Figure 1. Cell classes on the final placement.
(6 px per um)
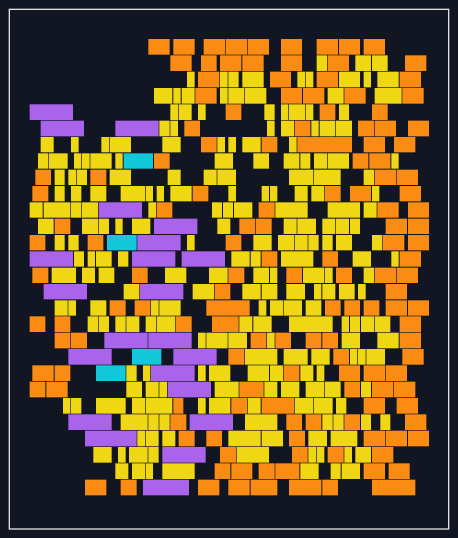
Figure 2. Cells by drive strength.
(4 px per um)
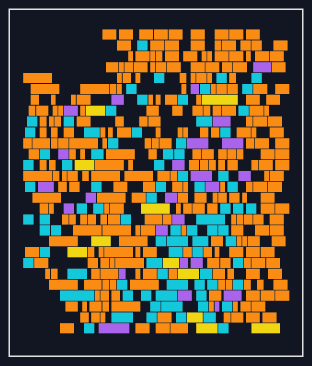
Figure 3. The metal 3 layer.
(3 px per um) Cells faint in the background.
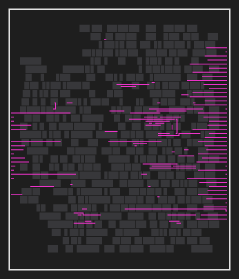
Figure 4. Sequential cells coloured by netlist name.
(4 px per um) Other sequential cells in the stronger grey, the rest of the logic in the fainter grey.
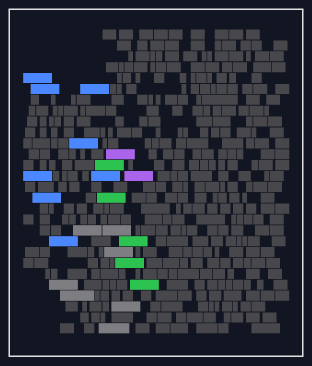
Figure 5. Cell outlines without signal wires.
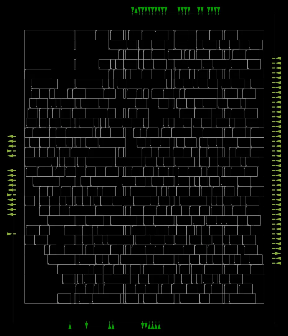
$ cat config.mk
export PLATFORM = sky130hd
export DESIGN_NAME = mux_sel_pipe_flat
export DESIGN_NICKNAME = d
export VERILOG_FILES = /design/src/rtl/mux_pkg.sv /design/src/rtl/mux_sel_pipe_if.sv /design/src/rtl/mux_sel_core.sv /design/src/rtl/mux_sel_pipe.sv /design/src/flat_wrapper.sv
export SDC_FILE = /design/constraint.sdc
export NUM_CORES = 1
export LEC_CHECK = 0
export CORE_ASPECT_RATIO = 1.2
export CORE_MARGIN = 3
export CORE_UTILIZATION = 39
export DETAILED_ROUTE_END_ITERATION = 6
export HOLD_SLACK_MARGIN = 0.03
export PLACE_DENSITY = 0.79
export SYNTH_ARGS = -nofsm -noshare
export SYNTH_HDL_FRONTEND = slang
export SYNTH_HIERARCHICAL = 1
export SYNTH_SLANG_ARGS = --single-unit
$ cat constraint.sdc
create_clock -name clk -period 2.64 [get_ports clk]
set_input_delay 0.264 -clock clk [delete_from_list [all_inputs] [get_ports clk]]
set_output_delay 0.264 -clock clk [all_outputs]
set_load 0.1 [all_outputs]
$ cat src/rtl/mux_pkg.sv
// mux_pkg: shared mode encodings and select-width helper for the mux family
package mux_pkg;

    localparam logic MODE_DIRECT = 1'b0;
    localparam logic MODE_SCAN = 1'b1;

    function automatic int sel_width(input int n);
        return (n > 1) ? $clog2(n) : 1;
    endfunction

endpackage

$ cat src/rtl/mux_sel_pipe_if.sv
// mux_sel_pipe_if: request/response bundle of the channel selector
// Ports: in_data/sel/mode/in_valid/in_ready request side,
//        out_data/out_sel/out_err/out_valid/out_ready response side, err_count status
interface mux_sel_pipe_if
    import mux_pkg::*;
#(
    parameter int NUM_INPUTS = 31,
    parameter int WIDTH = 2,
    parameter int ERR_CNT_W = 8,
    localparam int SEL_W = sel_width(NUM_INPUTS)
);
    logic [NUM_INPUTS*WIDTH-1:0] in_data;
    logic [SEL_W-1:0] sel;
    logic mode;
    logic in_valid;
    logic in_ready;
    logic [WIDTH-1:0] out_data;
    logic [SEL_W-1:0] out_sel;
    logic out_err;
    logic out_valid;
    logic out_ready;
    logic [ERR_CNT_W-1:0] err_count;

    modport master (
        output in_data, sel, mode, in_valid, out_ready,
        input in_ready, out_data, out_sel, out_err, out_valid, err_count
    );

    modport slave (
        input in_data, sel, mode, in_valid, out_ready,
        output in_ready, out_data, out_sel, out_err, out_valid, err_count
    );
endinterface

$ cat src/rtl/mux_sel_core.sv
// mux_sel_core: combinational N:1 channel pick with out-of-range flag
// Ports: in_data flattened channels, idx channel index, data picked value (0 on error), err idx >= NUM_INPUTS
module mux_sel_core
    import mux_pkg::*;
#(
    parameter int NUM_INPUTS = 31,
    parameter int WIDTH = 2,
    localparam int SEL_W = sel_width(NUM_INPUTS)
) (
    input  logic [NUM_INPUTS*WIDTH-1:0] in_data,
    input  logic [SEL_W-1:0]            idx,
    output logic [WIDTH-1:0]            data,
    output logic                        err
);
    // Extra bit so a power-of-two channel count still compares correctly
    assign err = {1'b0, idx} >= (SEL_W+1)'(NUM_INPUTS);

    // Only real channels are decoded, so unused codes fall through to zero
    always_comb begin
        data = '0;
        for (int k = 0; k < NUM_INPUTS; k++)
            if (idx == SEL_W'(k)) data = in_data[k*WIDTH +: WIDTH];
    end
endmodule

$ cat src/rtl/mux_sel_pipe.sv
// mux_sel_pipe: registered N:1 channel selector, direct or round-robin scan, valid/ready both sides
// Ports: clk, reset (sync, active-high), bus (slave view of mux_sel_pipe_if)
module mux_sel_pipe
    import mux_pkg::*;
#(
    parameter int NUM_INPUTS = 31,
    parameter int WIDTH = 2,
    parameter int ERR_CNT_W = 8,
    localparam int SEL_W = sel_width(NUM_INPUTS)
) (
    input logic           clk,
    input logic           reset,
    mux_sel_pipe_if.slave bus
);
    localparam logic [SEL_W-1:0] LAST = SEL_W'(NUM_INPUTS - 1);

    logic [WIDTH-1:0] out_data_q, out_data_d;
    logic [SEL_W-1:0] out_sel_q, out_sel_d;
    logic out_err_q, out_err_d;
    logic out_valid_q, out_valid_d;
    logic [SEL_W-1:0] ptr_q, ptr_d;
    logic [ERR_CNT_W-1:0] err_cnt_q, err_cnt_d;
    logic [SEL_W-1:0] idx;
    logic [WIDTH-1:0] core_data;
    logic core_err;
    logic accept;
    logic scan;

    mux_sel_core #(.NUM_INPUTS(NUM_INPUTS), .WIDTH(WIDTH)) u_core (
        .in_data(bus.in_data),
        .idx(idx),
        .data(core_data),
        .err(core_err)
    );

    assign bus.in_ready = !out_valid_q || bus.out_ready;
    assign bus.out_data = out_data_q;
    assign bus.out_sel = out_sel_q;
    assign bus.out_err = out_err_q;
    assign bus.out_valid = out_valid_q;
    assign bus.err_count = err_cnt_q;

    always_comb begin
        scan = bus.mode == MODE_SCAN;
        idx = (bus.mode == MODE_DIRECT) ? bus.sel : ptr_q;
        accept = bus.in_valid && bus.in_ready;
        // A drained result with no refill empties the register; a stalled one stays
        out_valid_d = accept || (out_valid_q && !bus.out_ready);
        out_data_d = accept ? core_data : out_data_q;
        out_sel_d = accept ? idx : out_sel_q;
        out_err_d = accept ? core_err : out_err_q;
        ptr_d = (accept && scan) ? ((ptr_q == LAST) ? '0 : ptr_q + 1'b1) : ptr_q;
        err_cnt_d = (accept && core_err && err_cnt_q != '1) ? err_cnt_q + 1'b1 : err_cnt_q;
    end

    always_ff @(posedge clk) begin
        if (reset) begin
            out_data_q <= '0;
            out_sel_q <= '0;
            out_err_q <= 1'b0;
            out_valid_q <= 1'b0;
            ptr_q <= '0;
            err_cnt_q <= '0;
        end else begin
            out_data_q <= out_data_d;
            out_sel_q <= out_sel_d;
            out_err_q <= out_err_d;
            out_valid_q <= out_valid_d;
            ptr_q <= ptr_d;
            err_cnt_q <= err_cnt_d;
        end
    end
endmodule
$ cat src/flat_wrapper.sv
// flat-port wrapper written by rule: the top's interface ports become plain ports
module mux_sel_pipe_flat import mux_pkg::*;
#(
    parameter int NUM_INPUTS = 31,
    parameter int WIDTH = 2,
    parameter int ERR_CNT_W = 8,
    localparam int SEL_W = sel_width(NUM_INPUTS)
)
  (clk, reset, bus_in_data, bus_sel, bus_mode, bus_in_valid, bus_out_ready, bus_in_ready, bus_out_data, bus_out_sel, bus_out_err, bus_out_valid, bus_err_count);
  mux_sel_pipe_if #(.NUM_INPUTS(NUM_INPUTS), .WIDTH(WIDTH), .ERR_CNT_W(ERR_CNT_W)) bus_i ();
  input logic clk;
  input logic reset;
  input wire logic [$bits(bus_i.in_data)-1:0] bus_in_data;
  input wire logic [$bits(bus_i.sel)-1:0] bus_sel;
  input wire logic [$bits(bus_i.mode)-1:0] bus_mode;
  input wire logic [$bits(bus_i.in_valid)-1:0] bus_in_valid;
  input wire logic [$bits(bus_i.out_ready)-1:0] bus_out_ready;
  output wire logic [$bits(bus_i.in_ready)-1:0] bus_in_ready;
  output wire logic [$bits(bus_i.out_data)-1:0] bus_out_data;
  output wire logic [$bits(bus_i.out_sel)-1:0] bus_out_sel;
  output wire logic [$bits(bus_i.out_err)-1:0] bus_out_err;
  output wire logic [$bits(bus_i.out_valid)-1:0] bus_out_valid;
  output wire logic [$bits(bus_i.err_count)-1:0] bus_err_count;
  assign bus_i.in_data = bus_in_data;
  assign bus_i.sel = bus_sel;
  assign bus_i.mode = bus_mode;
  assign bus_i.in_valid = bus_in_valid;
  assign bus_i.out_ready = bus_out_ready;
  assign bus_in_ready = bus_i.in_ready;
  assign bus_out_data = bus_i.out_data;
  assign bus_out_sel = bus_i.out_sel;
  assign bus_out_err = bus_i.out_err;
  assign bus_out_valid = bus_i.out_valid;
  assign bus_err_count = bus_i.err_count;
  mux_sel_pipe #(.NUM_INPUTS(NUM_INPUTS), .WIDTH(WIDTH), .ERR_CNT_W(ERR_CNT_W)) u_core (.clk(clk), .reset(reset), .bus(bus_i));
endmodule
==> out/qor.yml <==
run_status:
  outcome: "completed"
hold_path:
  hold_depth: 2
  hold_end: "u_core/bus.out_err"
worst_setup_path:
  cp.arrival_ps: 2760
  critPathSlowestCell: "or4_1"
  worst_setup_path_end_kind: "register"
  r2r_slack_ps: 60
  reg2reg_from: "u_core/ptr_q[3]"
  setup.worst_path.start_class: "input port"
  worst-r2r-cell-count: 10
  cpLargestDelayFamily: "simple AND/OR/NAND/NOR gates"
  path_cells: "clkdlybuf4s50_1 > mux2_4 > buf_6 > inv_2 > buf_4 > nor2_1 > nand3_1 > o21ai_2 > o22ai_1 > or4_1 > a211o_1 > mux2i_1 > nor2_1"
  setup.worst_path.start: "bus_sel[1]"
  crit_cells: 13
  cp_common_cell: "nor2_1"
  critical_path_class: "input port to register"
  worst-path-max-fanout: 7
  r2r_end: "u_core/bus.out_data[1]"
place:
  dp_cells: 452
  gp_congestion: 0.9479
  dp_slack_ps: -543.0
  hpwl_um: 6179
  io_buffers: 89
  place_area_um2: 3263
clocking:
  cts_setup_buffers: 0
  path_clk_slew_ps: 80
  cts_resized: 2
  root_buffer: "clkbuf_8"
  cts_max_level: 1
  cts_inserted_buffers: 3
  cts_tree: "yes"
  postCtsHoldBufs: 0
  clk_latency_ps: 260
  cts_sinks: 22
  clk_path_buf_depth: 2
power:
  power_mw: 1.128
  pwr-share-clk: 0.212
  switchingPower_uw: 380.5
  p_leak_nw: 1.415
  powerDensity_nw_per_um2: 322.2
  sw_frac_of_total: 0.3374
  p_seq_frac: 0.309
  pg_clk_uw: 239
  intPower_uw: 747.2
  combinationalPower_uw: 539
  combPwrFrac: 0.478
synth:
  simple_gate_share: 0.3117
  yosys-top-cells-count: "nor2_1, nand2_1, dfxtp_1"
  ys_warn_count: 6
  logic_family: "simple AND/OR/NAND/NOR gates"
  ys_cells: 275
  async_flop_share: 0
  yosysMostFrequentCell: "nor2_1"
  edf_count: 0
  numSynthFlops: 22
  ys_sh_aoi: 0.2706
  yosys_area_um2: 2100
  topCellsByArea: "dfxtp_1, mux2i_1, nor2_1"
  xor_area_frac: 0.01251
  synth_top_cell_by_area: "dfxtp_1"
  yosysTopAreaCellShare: 0.2098
  synth.avg_cell_area_um2: 7.635
  synth.distinct_cells: 69
  seq_area_frac_synth: 0.2098
  fp_nets: 350
  synth_area_um2: 2100
  synthAdderAreaFrac: 0.01788
  ys_sh_mux: 0.09893
timing:
  holdWs_ps: 492.5
  worst_pin_slew_ps: 556.9
  fin_setup_tns_ps: 0
  rsz0062_at_grt: "yes"
  min_period_ps: 2603
  fmax_mhz: 384.1
  relSlewSlack: 0.6191
  finalSetupViolCount: 0
  drv_slew: 0
  clock_skew_ps: 2.450
floorplanning:
  io-pin-count: 90
  dieWidth_um: 72.98
  fp.dieArea_um2: 6304
  die_h_um: 86.38
run:
  maxCapViolCount: 0
  warning_count: 28
detailed_routing:
  met3_length_um: 693
  highest_layer: "met4"
  wl_per_cell_um: 17.48
  route.detailed.drc: 0
  wl_met1_um: 3252
  dr_wl_met2_um: 3909
  drt_iter0_drc: 222
final_layout:
  area_dominant_class: "combinational gates"
  nets: 480
  largest_reg_flops: 8
  final-nonclk-buf-share: 0.3804
  antenna_cells: 0
  comb_cells: 227
  sh_comb_area: 0.4487
  clockBufferCount: 4
  nNonClkInverters: 6
  layout-drive-gt1-share: 0.2946
grt:
  grt_pass1_wl_um: 12420
  grt_pass1_vias: 2619
  antenna_found_initial: 0
  busiest_layer: "met2"
  grt_usage: 0.2425
  met2_usage: 0.4158
  grt_max_degree: 24
  met1_usage: 0.2968
Notes on Figure 1 above:
- remaining logic cells: yellow (cells 233; share of their area 47%)
- remaining buffers and delay cells: orange (cells 145; share of their area 39%)
- clock drivers and dummy loads: cyan (cells 4; share of their area 1.6%)
- registers: purple (cells 22; share of their area 13%)
Seq/total area: 0.1273
Core ar.: 5080 um^2
num rows: 28

Notes on Figure 2 above:
- x2: purple (cells 25)
- x1 and smaller: orange (cells 285)
- x6 and larger: yellow (cells 11)
- x3 and x4: cyan (cells 83)
design area: 3500 um^2
setup ws final: 36.52 ps
Layout area overhead: 66.69%
Signal buffers: 145

Notes on Figure 3 above:
- nets with wire on the layer: 91
- wire length on this layer: 694 um
Total Routed Length: 8112 um
Vias: 2676
GR Util met3: 0.03828

Notes on Figure 4 above:
- u_core/bus.out_data: purple (flops 2)
- u_core/bus.err_count: blue (flops 8)
- u_core/bus.out_sel: green (flops 5)
- not coloured: 7
FF+latch area: 445.4 um^2
Seq group: 349 uW
Final Util: 0.6889

Notes on Figure 5 above:
tap cells: 60
fillers: 438
Post-Layout Cell Count: 464
seq_cells: 22

Power is estimated from default activity; no workload was simulated.
